## src/rtl/mem_port_arbiter_pkg.sv

```systemverilog
// rtl/mem_port_arbiter_pkg.sv - shared encodings for the memory port arbiter
package mem_port_arbiter_pkg;

   typedef enum logic [1:0] {
      IDLE  = 2'b00,
      ISSUE = 2'b01,
      RESP  = 2'b10
   } state_t;

   localparam logic PORT_CPU = 1'b0;
   localparam logic PORT_IO  = 1'b1;

endpackage

```

## src/rtl/mem_port_arbiter_rr_pick2.sv

```systemverilog
// rtl/mem_port_arbiter_rr_pick2.sv - combinational 2-way round-robin selector
module rr_pick2
   import mem_port_arbiter_pkg::*;
(
   input  logic req0,
   input  logic req1,
   input  logic last_served,
   output logic valid,
   output logic winner
);

   always_comb begin
      valid  = req0 | req1;
      winner = PORT_CPU;
      if (req0 && req1) begin
         winner = ~last_served;
      end else if (req1) begin
         winner = PORT_IO;
      end
   end

endmodule

```

## src/rtl/mem_port_arbiter.sv

```systemverilog
// rtl/mem_port_arbiter.sv - round-robin single-port RAM arbiter with bounded lock bursts
module mem_port_arbiter
   import mem_port_arbiter_pkg::*;
#(
   parameter int AW       = 8,
   parameter int DW       = 8,
   parameter int MAX_HOLD = 4
) (
   input  logic          clk,
   input  logic          rst_n,
   input  logic          req0,
   input  logic          we0,
   input  logic          lock0,
   input  logic [AW-1:0] addr0,
   input  logic [DW-1:0] wdata0,
   output logic          gnt0,
   output logic          ack0,
   input  logic          req1,
   input  logic          we1,
   input  logic          lock1,
   input  logic [AW-1:0] addr1,
   input  logic [DW-1:0] wdata1,
   output logic          gnt1,
   output logic          ack1,
   output logic [DW-1:0] rdata,
   output logic          mem_en,
   output logic          mem_we,
   output logic [AW-1:0] mem_addr,
   output logic [DW-1:0] mem_wdata,
   input  logic [DW-1:0] mem_rdata,
   output logic          owner
);

   localparam int            HW       = $clog2(MAX_HOLD) + 1;
   localparam logic [HW-1:0] HOLD_LIM = HW'(MAX_HOLD - 1);
   localparam logic [HW-1:0] HOLD_SAT = '1;

   state_t        state_q, state_d;
   logic          owner_q, owner_d;
   logic          last_q, last_d;
   logic [HW-1:0] hold_q, hold_d;
   logic          pick_valid, pick_winner;
   logic          own_req, own_lock, oth_req;
   logic          issue, resp;

   rr_pick2 u_pick (
      .req0        (req0),
      .req1        (req1),
      .last_served (last_q),
      .valid       (pick_valid),
      .winner      (pick_winner)
   );

   always_ff @(posedge clk) begin
      if (!rst_n) begin
         state_q <= IDLE;
         owner_q <= PORT_CPU;
         last_q  <= PORT_IO;
         hold_q  <= '0;
      end else begin
         state_q <= state_d;
         owner_q <= owner_d;
         last_q  <= last_d;
         hold_q  <= hold_d;
      end
   end

   always_comb begin
      own_req  = owner_q ? req1 : req0;
      own_lock = owner_q ? lock1 : lock0;
      oth_req  = owner_q ? req0 : req1;
      state_d  = state_q;
      owner_d  = owner_q;
      last_d   = last_q;
      hold_d   = hold_q;
      case (state_q)
         IDLE: begin
            if (pick_valid) begin
               state_d = ISSUE;
               owner_d = pick_winner;
               last_d  = pick_winner;
            end
         end
         ISSUE: state_d = RESP;
         RESP: begin
            // the owner's req is stale here unless it also holds lock
            if (own_lock && own_req && (!oth_req || hold_q < HOLD_LIM)) begin
               state_d = ISSUE;
               last_d  = owner_q;
               if (hold_q != HOLD_SAT) hold_d = hold_q + 1'b1;
            end else if (oth_req) begin
               state_d = ISSUE;
               owner_d = ~owner_q;
               last_d  = ~owner_q;
               hold_d  = '0;
            end else begin
               state_d = IDLE;
               hold_d  = '0;
            end
         end
         default: state_d = IDLE;
      endcase
   end

   always_comb begin
      issue     = (state_q == ISSUE);
      resp      = (state_q == RESP);
      gnt0      = issue && (owner_q == PORT_CPU);
      gnt1      = issue && (owner_q == PORT_IO);
      ack0      = resp && (owner_q == PORT_CPU);
      ack1      = resp && (owner_q == PORT_IO);
      owner     = (issue || resp) && owner_q;
      mem_en    = issue;
      mem_we    = issue && (owner_q ? we1 : we0);
      mem_addr  = issue ? (owner_q ? addr1 : addr0) : '0;
      mem_wdata = issue ? (owner_q ? wdata1 : wdata0) : '0;
      rdata     = resp ? mem_rdata : '0;
   end

endmodule

```

## config.mk

```make
export PLATFORM = sky130hd
export DESIGN_NAME = mem_port_arbiter
export DESIGN_NICKNAME = d
export VERILOG_FILES = /design/src/rtl/mem_port_arbiter_pkg.sv /design/src/rtl/mem_port_arbiter_rr_pick2.sv /design/src/rtl/mem_port_arbiter.sv
export SDC_FILE = /design/constraint.sdc
export NUM_CORES = 1
export LEC_CHECK = 0
export CORE_ASPECT_RATIO = 1.75
export CORE_MARGIN = 2
export CORE_UTILIZATION = 27
export DETAILED_ROUTE_END_ITERATION = 7
export PLACE_DENSITY = 0.72
export SETUP_SLACK_MARGIN = 0.4
export SLEW_MARGIN = 0
export SYNTH_ARGS = -nofsm -noshare
export SYNTH_HDL_FRONTEND = slang
export SYNTH_SLANG_ARGS = --single-unit
```

## constraint.sdc

```tcl
create_clock -name clk -period 1.43 [get_ports clk]
set_input_delay 0.429 -clock clk [delete_from_list [all_inputs] [get_ports clk]]
set_output_delay 0.429 -clock clk [all_outputs]
set_load 0.005 [all_outputs]
```

Fig. 1: metal layers overlaid
Two of the layers only.
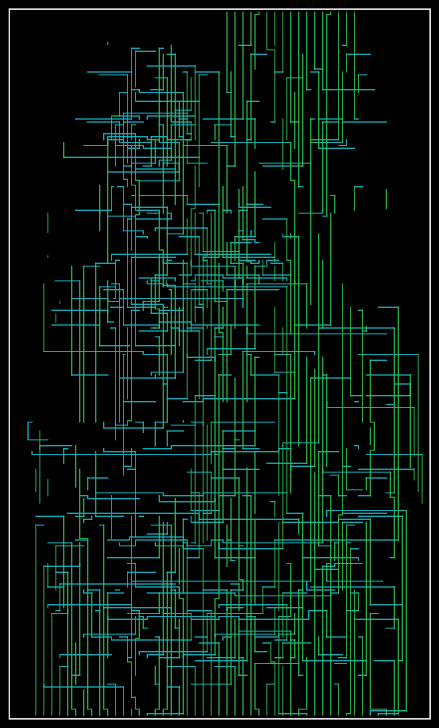
| layer | color | wire length |
|---|---|---|
| metal 2 | green | 2800 um |
| metal 1 | cyan | 1450 um |
WL per Instance: 16.5 um
Tot GR Track Use: 20.0%

Fig. 2: gate families picked out
The bar under the picture is 10 um long.
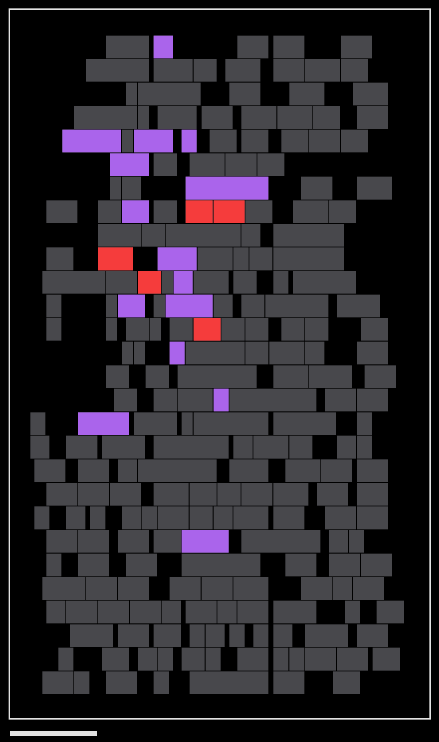
| family | color | cells |
|---|---|---|
| AND-OR and OR-AND gates | red | 5 |
| inverting AOI/OAI gates | purple | 15 |
final cell count without fillers: 270
logic share of the area: 40.9%
Top cell excl fill/tap: clkdlybuf4s50_1

==> impl_metrics.json <==
{
  "finClkSkew_ns": 0.00365,
  "worst-path-stages": 11,
  "vias": 1291,
  "tns_ns": -9.67,
  "crit_family": "buffers and inverters",
  "reg2reg_from": "state_q[0]",
  "antenna_found_initial": 0,
  "tightest_slew_ns": 0.268,
  "status": "finished with violations",
  "aoi_share_pct": 16.2,
  "switchingPower_mw": 0.622,
  "worstSkewPairLatency_ns": 0.24,
  "yosys.area.top_type": "mux2i_1",
  "intPower_mw": 1.20,
  "rows": 28,
  "cts-hold-fix-buffers": 0,
  "nWellTaps": 45,
  "crit_type": "flop to flop",
  "holdWs_ns": 0.501,
  "synth.area.top_cells": "mux2i_1 20%, dfxtp_1 15%, nor2b_1 13%",
  "cp-startpoint": "state_q[0]",
  "min_period_ns": 1.76,
  "yosys_warnings": 0,
  "cts_buffers": 3,
  "finish.utilization_pct": 68.9,
  "regMostFlops": "hold_q",
  "syn_inst": 117,
  "globalRouteMet2Util_pct": 42.9,
  "cts.sinks": 7,
  "first_global_vias": 1260,
  "openroad.warnings": 32,
  "holdCritStartpoint": "hold_q[2]",
  "area_dominant_class": "non-clock buffers",
  "non_clock_buffer_area_share_pct": 46.7,
  "rsz0062_at_grt": "yes",
  "comb_cells": 94,
  "fin_ws_ns": -0.328,
  "power.share.clock_pct": 16.2,
  "startpoint_type": "flop",
  "syn_to_final_growth_pct": 146,
  "antenna_cells": 0,
  "fp_util_pct": 28.0,
  "ys_sh_xor_pct": 0,
  "drv_cap": 0,
  "clkCellAreaFrac_pct": 1.96,
  "core-area_um2": 3330,
  "final_cell_area_um2": 2290,
  "dp_cells": 249,
  "wl_met2_mm": 2.80,
  "hold_depth": 2,
  "register_area_um2": 151,
  "drive_gt1_share_pct": 48.9,
  "fmax_ghz": 0.569,
  "min_to": "hold_q[2]",
  "top_cells_by_count": "19 x mux2i_1, 19 x nor2b_1, 10 x and2_1",
  "via_per_inst": 4.78,
  "worstPathRequired_ns": 1.53,
  "place_area_um2": 1930,
  "synthAdderAreaFrac_pct": 8.04,
  "peakVddDrop_mv": 0.671,
  "drtIter0Drc": 14,
  "multiInputGateArea_um2": 938,
  "yosys_most_used_dff": "dfxtp_1",
  "ys_seq_share_pct": 15.0,
  "slew_viol_final": 0,
  "synth.distinct_cells": 35,
  "dieArea_um2": 3960,
  "r2r_cells": 11,
  "synth-simple-area-share_pct": 31.2,
  "dr.pass1.iters": 4,
  "synth_flops": 7,
  "setup_viol": 38,
  "drt-met1-wl_mm": 1.45,
  "wl_met3_um": 95,
  "swShare_pct": 34.1,
  "p_leak_nw": 1.02,
  "seq_share_pct": 6.60,
  "place_congestion": 0.803,
  "antenna_left": 0,
  "ys_chip_area_um2": 933,
  "fp_nets": 171,
  "buffers": 113,
  "dp_hpwl_mm": 2.91,
  "synth-async-reset-ratio_pct": 0,
  "drc": 0,
  "hold_violations": 0,
  "muxShareOfSynthArea_pct": 21.8,
  "netlist_area_um2": 933,
  "cts_tree": "built",
  "cts_max_level": 1,
  "wirelength_mm": 4.47,
  "top_regs": "hold_q: 3 flops, state_q: 2 flops",
  "violations": "setup timing",
  "nets": 280,
  "lay_top_cells": "40 x clkdlybuf4s50_1, 20 x buf_6, 19 x buf_4",
  "top_logic_kind": "simple AND/OR/NAND/NOR gates",
  "nNonClkInverters": 7,
  "reg2reg_slack_ns": -0.33,
  "nClkBuffers": 4,
  "crit_chain": "inv_4 > ha_4 > buf_6 > buf_6 > buf_6 > buf_6 > buf_6 > nor2_2 > a211o_1 > o2111a_1 > a41oi_2",
  "seq-power_mw": 0.260,
  "sequentialPowerShare_pct": 14.3,
  "powerDensity_nw_per_um2": 794,
  "fillerInstances": 257,
  "cp_slowest_cell": "dfxtp_4",
  "cts_root_buf": "clkbuf_8",
  "edf_count": 0,
  "postCtsResizedCells": 154,
  "clock_path_buffers": 2,
  "crit_end": "last_q",
  "grt_max_degree": 20,
  "grt_most_used_layer": "met2",
  "ys_cells": 117,
  "avgSynthCellArea_um2": 7.98,
  "met1_usage_pct": 19.1,
  "critPathArrivalTime_ns": 1.86,
  "met3_usage_pct": 1.45,
  "rr_endpoint": "last_q",
  "routed.top_layer": "met4",
  "p_comb_mw": 1.27,
  "p_clk_mw": 0.295,
  "hold_path_class": "flop to flop",
  "largest_reg_flops": 3,
  "power-top-group": "combinational cells",
  "critPathMaxStageDelay_ns": 0.36,
  "crit_buf_inv": 6,
  "synth_top_area_share_pct": 20.4,
  "crit_fanout": 4
}
Fig. 3: I/O pins on the die edge
Pins as bars across the die edge, other pins in gray.
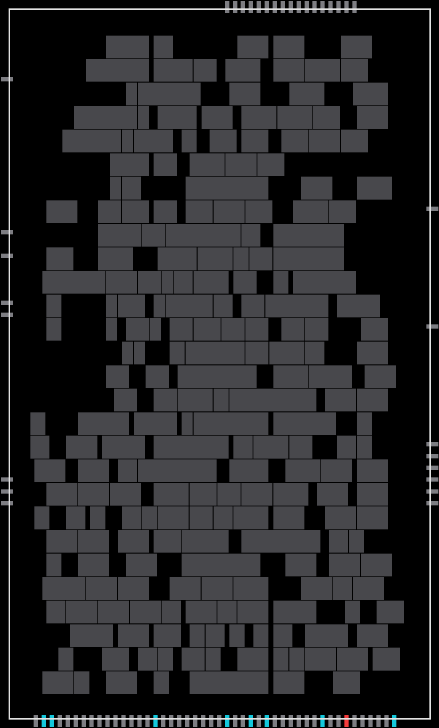
| port | color | pins | direction | edge |
|---|---|---|---|---|
| addr0 | cyan | 8 | input | bottom |
| mem_we | red | 1 | output | bottom |
all pins by edge: 46 bottom, 17 top, 8 left, 8 right
port bufs: 78
Die Ht: 81.8 um
die width: 48.4 um

Power is estimated from default activity; no workload was simulated.
